[config.mk]
export PLATFORM = sky130hd
export DESIGN_NAME = segmented_dual_port_ram
export DESIGN_NICKNAME = d
export VERILOG_FILES = /design/src/rtl/segmented_dual_port_ram_pkg.sv /design/src/rtl/segmented_dual_port_ram_pipeline.sv /design/src/rtl/segmented_dual_port_ram.sv
export SDC_FILE = /design/constraint.sdc
export NUM_CORES = 1
export LEC_CHECK = 0
export CORE_ASPECT_RATIO = 0.8
export CORE_MARGIN = 2
export CORE_UTILIZATION = 40
export DETAILED_ROUTE_END_ITERATION = 12
export PLACE_DENSITY_LB_ADDON = 0.05
export SYNTH_ARGS = -nofsm -noshare
export SYNTH_HDL_FRONTEND = slang
export SYNTH_SLANG_ARGS = --single-unit
export TNS_END_PERCENT = 20
[constraint.sdc]
create_clock -name clock -period 1.9 [get_ports clock]
set_clock_uncertainty 0.15 [all_clocks]
set_input_delay 0.38 -clock clock [delete_from_list [all_inputs] [get_ports clock]]
set_output_delay 0.38 -clock clock [all_outputs]
set_load 0.05 [all_outputs]
[src/rtl/segmented_dual_port_ram_pkg.sv]
// segmented_dual_port_ram_pkg: shared limits and sizing helpers for the segmented dual-port RAM.
package segmented_dual_port_ram_pkg;
   localparam int MAX_READ_LATENCY = 4;
   function automatic int addr_bits(input int depth);
      return (depth > 1) ? $clog2(depth) : 1;
   endfunction
endpackage

[src/rtl/segmented_dual_port_ram_pipeline.sv]
// segmented_dual_port_ram_pipeline: reset-cleared valid shift chain with valid-enabled data registers.
module segmented_dual_port_ram_pipeline #(
   parameter int WIDTH  = 32,
   parameter int STAGES = 1
) (
   input  logic             clock,
   input  logic             reset,
   input  logic             valid_i,
   input  logic [WIDTH-1:0] data_i,
   output logic             valid_o,
   output logic [WIDTH-1:0] data_o
);
   logic [STAGES-1:0]            valid_q, valid_d;
   logic [STAGES-1:0][WIDTH-1:0] data_q, data_d;
   always_comb begin
      valid_d[0] = valid_i;
      data_d[0]  = data_i;
      for (int k = 1; k < STAGES; k++) begin
         valid_d[k] = valid_q[k-1];
         data_d[k]  = data_q[k-1];
      end
   end
   // Data only moves with a valid token, so the output holds between results.
   always_ff @(posedge clock or posedge reset) begin
      if (reset) begin
         valid_q <= '0;
         data_q  <= '0;
      end else begin
         valid_q <= valid_d;
         for (int k = 0; k < STAGES; k++)
            if (valid_d[k]) data_q[k] <= data_d[k];
      end
   end
   assign valid_o = valid_q[STAGES-1];
   assign data_o  = data_q[STAGES-1];
endmodule

[src/rtl/segmented_dual_port_ram.sv]
// segmented_dual_port_ram: 1W1R RAM with segment write masks, 1-4 cycle read pipeline and range guard.
module segmented_dual_port_ram
   import segmented_dual_port_ram_pkg::*;
#(
   parameter  int WIDTH         = 32,
   parameter  int DEPTH         = 16,
   parameter  int SEGMENT_WIDTH = 8,
   parameter  int READ_LATENCY  = 1,
   parameter  int WRITE_THROUGH = 0,
   parameter  int ADDRESS_WIDTH = addr_bits(DEPTH),
   localparam int SEGMENTS      = WIDTH / SEGMENT_WIDTH
) (
   input  logic                     clock,
   input  logic                     reset,
   input  logic                     write_enable,
   input  logic [ADDRESS_WIDTH-1:0] write_address,
   input  logic [SEGMENTS-1:0]      write_segment_enable,
   input  logic [WIDTH-1:0]         write_data,
   input  logic                     read_enable,
   input  logic [ADDRESS_WIDTH-1:0] read_address,
   output logic                     read_valid,
   output logic [WIDTH-1:0]         read_data
);
   if (WIDTH % SEGMENT_WIDTH != 0 || READ_LATENCY < 1 || READ_LATENCY > MAX_READ_LATENCY) begin : g_bad_params
      $error("segmented_dual_port_ram: WIDTH must be a multiple of SEGMENT_WIDTH and READ_LATENCY in 1..4");
   end
   logic [WIDTH-1:0] mem_q [DEPTH];
   logic             wr_in_range, rd_in_range, forward;
   logic [WIDTH-1:0] rd_word, merged, stage_d;
   assign wr_in_range = 32'(write_address) < DEPTH;
   assign rd_in_range = 32'(read_address) < DEPTH;
   assign rd_word     = rd_in_range ? mem_q[read_address] : '0;
   assign forward     = (WRITE_THROUGH != 0) && write_enable && wr_in_range && (read_address == write_address);
   always_comb begin
      merged = rd_word;
      for (int i = 0; i < SEGMENTS; i++)
         if (write_segment_enable[i]) merged[i*SEGMENT_WIDTH +: SEGMENT_WIDTH] = write_data[i*SEGMENT_WIDTH +: SEGMENT_WIDTH];
   end
   assign stage_d = forward ? merged : rd_word;
   // The array itself is never reset; writes are simply held off while reset is high.
   always_ff @(posedge clock) begin
      if (!reset && write_enable && wr_in_range)
         for (int i = 0; i < SEGMENTS; i++)
            if (write_segment_enable[i])
               mem_q[write_address][i*SEGMENT_WIDTH +: SEGMENT_WIDTH] <= write_data[i*SEGMENT_WIDTH +: SEGMENT_WIDTH];
   end
   // Stage 1 is the array sample; the remaining stages are pure delay.
   segmented_dual_port_ram_pipeline #(
      .WIDTH  (WIDTH),
      .STAGES (READ_LATENCY)
   ) u_pipe (
      .clock   (clock),
      .reset   (reset),
      .valid_i (read_enable),
      .data_i  (stage_d),
      .valid_o (read_valid),
      .data_o  (read_data)
   );
endmodule

Metal 1:
The bar under the picture is 100 µm long. Supply wires on this layer in gray.
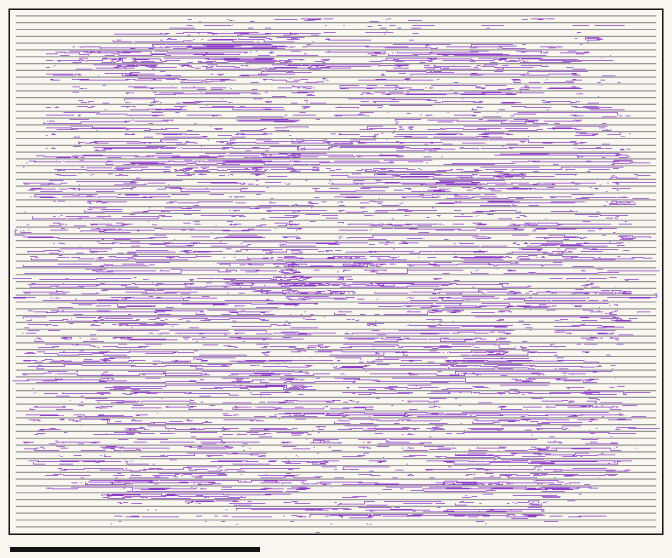
longest straight run: 62.6 µm
share of all routed wire: 48%
nets with wire on the layer: 1182
main direction: horizontal
wire length on this layer: 23.1 mm

Metal 2:
Cells faint in the background.
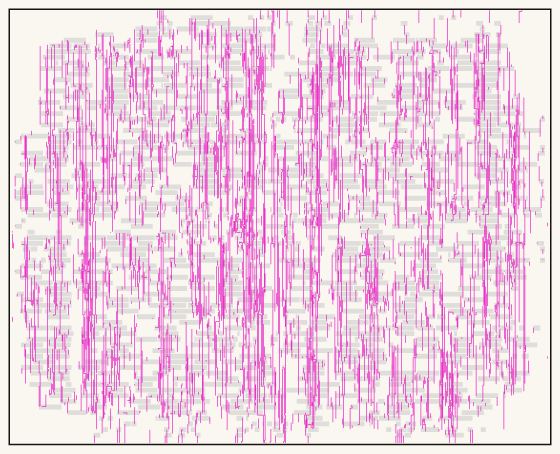
longest straight run: 94.5 µm
main direction: vertical

==> run_results.csv <==
group,metric,value,unit
outcome,run_status,"finished clean",
routing,topRoutingLayerUsed,"met4",
final_layout,areaGrowthSynthToFinish,22.13,%
global_route,overflow,0,
worst_setup_path,timing.critical_path.cells,"clkdlybuf4s50_1 -> nor2b_1 -> nand3_2 -> nor2_1 -> buf_4",
final_layout,utilization,49.22,%
worst_setup_path,cp-startpoint,"write_address[2]",
clocking,cts_setup_buffers,0,
sta,slew_viol_final,0,
sta,setup_viol,0,
worst_setup_path,worst-path-max-fanout,8,
sta,tightestPinTransition,517.5,ps
place,post-place-cells,1844,
pwr,pwr.group.clock,0.0109,W
routing,met1Wirelength,23110,µm
synthesis,synthAoiAreaFrac,3.327,%
sta,fin_crit,1887,ps
routing,initialDrtViolationCount,769,
pwr,seqPwrFrac,51.0,%
clocking,htreeDepth,2,
worst_setup_path,cpLargestDelayFamily,"simple AND/OR/NAND/NOR gates",
final_layout,final_layout_top_logic_cells,"512 x sky130_fd_sc_hd__edfxtp_1, 184 x sky130_fd_sc_hd__buf_4, 128 x sky130_fd_sc_hd__mux4_2",
flow_run,cap_viol_max_count,0,
worst_setup_path,critPathBufInv,2,
routing,wl_met2,22610,µm
global_route,grt_antenna_before_repair,1,
clocking,tritoncts_num_sinks,545,
sta,hold_slack,104.3,ps
global_route,grt.met2_usage,28.07,%
pwr,powerSeq,0.0134,W
synthesis,synthDominantCellAreaShare,73.13,%
synthesis,yosys.area_share.simple,2.392,%
synthesis,postSynthCellCount,950,
pwr,power.share.combinational,7.5,%
global_route,vias_in_the_first_global_route,10847,
routing,via_count,10130,
sta,final_hold_viol_count,0,
worst_setup_path,cpPeakStageDelay,520,ps
routing,drtPass1Iterations,5,
routing,route.final.wire_length,48350,µm
pwr,power.share.clock,41.4,%
synthesis,synth.mux.area_fraction,15.23,%
synthesis,yosys-dominant-comb-family,"multiplexers",
worst_setup_path,timing.reg2reg.setup_slack,290,ps
routing,viasPerCell,5.198,
sta,max_clock_freq,529.8,MHz
synthesis,avgSynthCellArea,22.13,µm²
place,placed_area,23840,µm²
synthesis,xor_share,0,%
worst_setup_path,reg2reg_from,"mem_q[14][6]",
sta,timing.final.ws_setup,12.63,ps
clocking,clock_tree_from_tritoncts,"done",
worst_setup_path,critical_path_cell_count,5,
sta,fin_setup_tns,0,ps
routing,antenna_violating_nets_post_route,0,
final_layout,finish.instance_area,25680,µm²
floorplan,io_pins,81,
synthesis,ys_sh_adder,0,%
==> final cells by class <==
| cell class | instances | area [µm²] | area share, % |
|---|---|---|---|
| sequential | 545 | 16200 | 63.09 |
| multi-input combinational | 350 | 4422 | 17.22 |
| timing repair buffer | 256 | 2365 | 9.209 |
| clock buffer | 74 | 1540 | 5.998 |
| tap | 693 | 867.1 | 3.377 |
| clock inverter | 29 | 277.8 | 1.082 |
| inverter | 1 | 3.754 | 0.01462 |
| antenna | 1 | 2.502 | 0.009745 |
==> registers in the layout (all words and copies together), names as in the netlist <==
| signal | cells |
|---|---|
| u_pipe.valid_o | 1 |
| u_pipe.data_o | 32 |
| mem_q | 512 |
==> timing repair <==
action / in CTS / in global routing
setup endpoints to repair: 8 / 16
gates resized: 1 / 2
endpoints found under the hold margin: 1 / 0
hold buffers: 1 / 0
Power figures rest on the tool's default switching activity, not on a simulated workload.
